==> config.mk <==
export PLATFORM = sky130hd
export DESIGN_NAME = pipelined_crypt_dec_stream
export DESIGN_NICKNAME = d
export VERILOG_FILES = /design/src/rtl/crypt_dec_pkg.sv /design/src/rtl/crypt_dec_round.sv /design/src/rtl/pipelined_crypt_dec_stream.sv
export SDC_FILE = /design/constraint.sdc
export NUM_CORES = 1
export LEC_CHECK = 0
export ABC_CLOCK_PERIOD_IN_PS = 7800
export CAP_MARGIN = 40
export CORE_MARGIN = 2
export CORE_UTILIZATION = 49
export CTS_CLUSTER_DIAMETER = 30
export DETAILED_ROUTE_END_ITERATION = 8
export PLACE_DENSITY = 0.87
export SETUP_SLACK_MARGIN = 0.3
export SLEW_MARGIN = 20
export SYNTH_ARGS = -nofsm -noshare
export SYNTH_HDL_FRONTEND = slang
export SYNTH_SLANG_ARGS = --single-unit
==> constraint.sdc <==
create_clock -name clk -period 7.8 [get_ports clk]
set_input_delay 1.56 -clock clk [delete_from_list [all_inputs] [get_ports clk]]
set_output_delay 1.56 -clock clk [all_outputs]
set_load 0.01 [all_outputs]
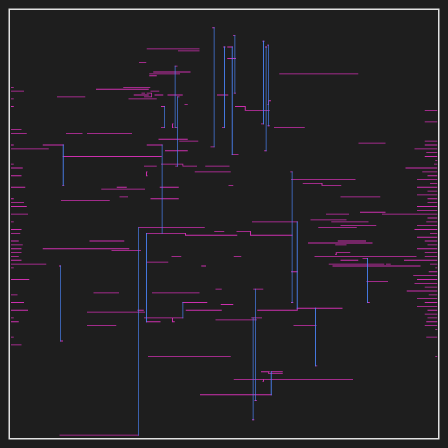
Figure 1: routed metal, one color a layer.
Two of the layers only.
legend:
  met4:
    color: blue
    wire_length: 656 um
  met3:
    color: magenta
    wire_length: 1520 um
DR vias: 7841
GRT Util Overall: 23.6%
drt wl/cell: 17.9 um
Post-Route WL: 26600 um

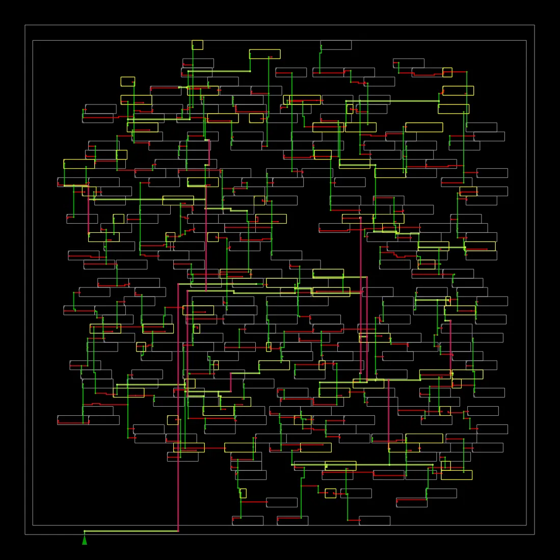
Figure 2: clock wiring as the flow saved it.
Clock group: 1810 uW
clock sink count: 236

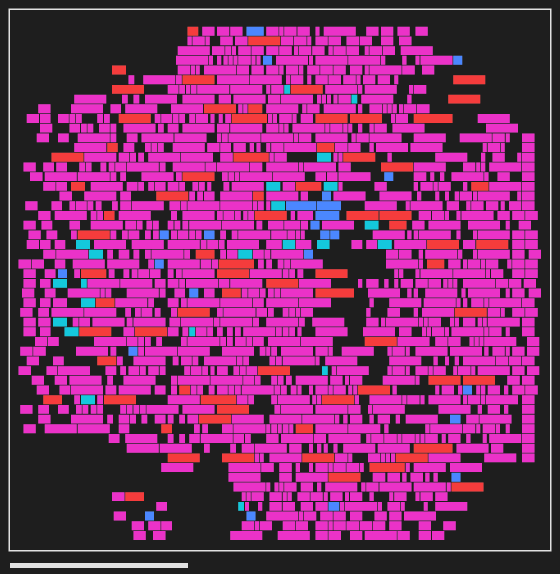
Figure 3: cell sizes after repair.
The bar under the picture is 50 um long.
legend:
  drive 1 or less:
    color: magenta
    cells: 1091
    share: 90%
  drive 2:
    color: cyan
    cells: 22
    share: 1.8%
  drive 6 and up:
    color: red
    cells: 73
    share: 6.0%
  drive 3 to 4:
    color: blue
    cells: 24
    share: 2.0%
final worst slack: 3000 ps
P&R area growth vs syn: 32.7%

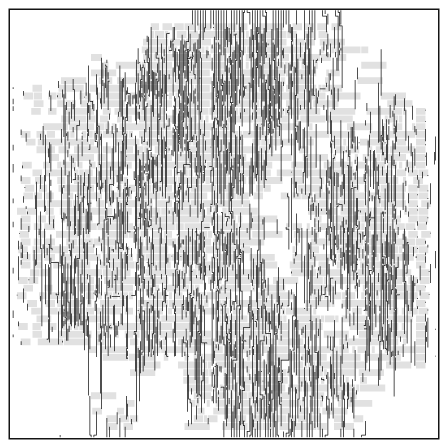
Figure 4: metal 2.
share of all routed wire: 50%
main direction: vertical
met2 Use GR: 39.1%

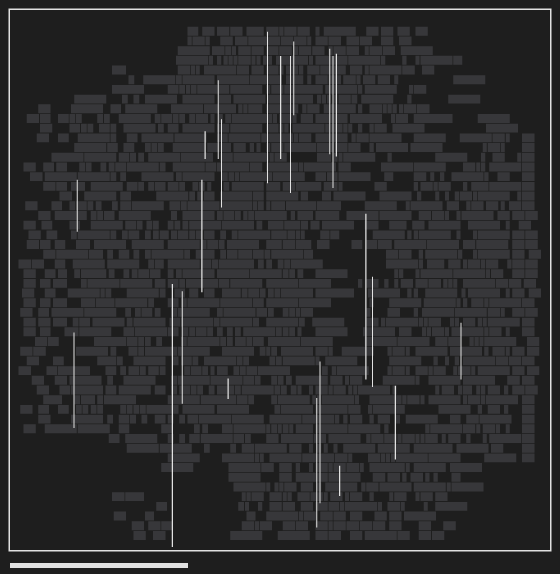
Figure 5: the metal 4 layer.
The bar under the picture is 50 um long.
longest straight run: 73.4 um
main direction: vertical

==> Slide: Implementation Results <==
Synthesis and Place & Route Summary

Place
  • Dpl hpwl: around 17000 um
  • Number of port buffers: approximately 170

Final timing
  • Final min period: ~4800 ps
  • Worst-Margin Slew: 766 ps
  • Fmax: 0.208 GHz

Synth
  • Top non-seq family: multiplexers
  • Number of flops mapped to enable cells by yosys: 0
  • Yosys simple share: 5.75%

Run
  • OpenROAD warnings: 31

Cells and area
  • Final instance count without filler cells: approximately 1500
  • Logic share of the area: 27.7%
  • Sequential share of cell area: between 40% and 50%
  • Non-clock buffer count in the final layout: ~200
  • Inverters: roughly 130
  • Final Util: around two thirds
  • Signal buf overhead: 14.6%

Power
  • Comb pwr: 1850 uW
  • PwrDens: approximately 400 nW/um^2
  • Design Power: 5770 uW
  • Sw Share: 34.7%

Clock tree
  • CTS Root Cell: clkbuf_16
  • Post-CTS Setup Bufs: 0
  • Clock transition at path regs: about 50 ps
  • CTS tree: built

Drt
  • Vias per cell: 5.28
  • WL met2: 13200 um

Floorplan
  • Die ar.: approximately 23000 sq um
  • Tapcell count: 275

Run status
  • Outcome: complete, no violations

Setup path
  • R2R setup slack: 5150 ps
  • CP required: between 6000 and 7000 ps

GRT
  • Most Crowded Layer GR: met2
[cells in the final DEF, fill, tap and decap left out, types with 2 or more instances in the layout]
cell	instances
clkinv_4	3
clkbuf_1	3
inv_1	126
nand2_1	126
clkbuf_16	43
ha_1	6
and3b_1	4
clkdlybuf4s50_1	171
inv_6	6
buf_8	6
buf_4	11
buf_16	5
dfrtp_1	236
inv_8	3
nand4_1	3
xnor2_1	96
clkinvlp_4	6
bufinv_16	3
buf_12	2
nand3_1	2
nor3b_4	2
mux2i_1	124
clkbuf_8	5
a21oi_1	192
mux2_2	14
clkinv_2	6
[worst max-delay path, stage by stage]
cell             delay [ps]
clkdlybuf4s50_1         450
nand2b_4                360
nand2_1                 220
clkinv_2                100
clkdlybuf4s50_1         530
Power figures rest on the tool's default switching activity, not on a simulated workload.
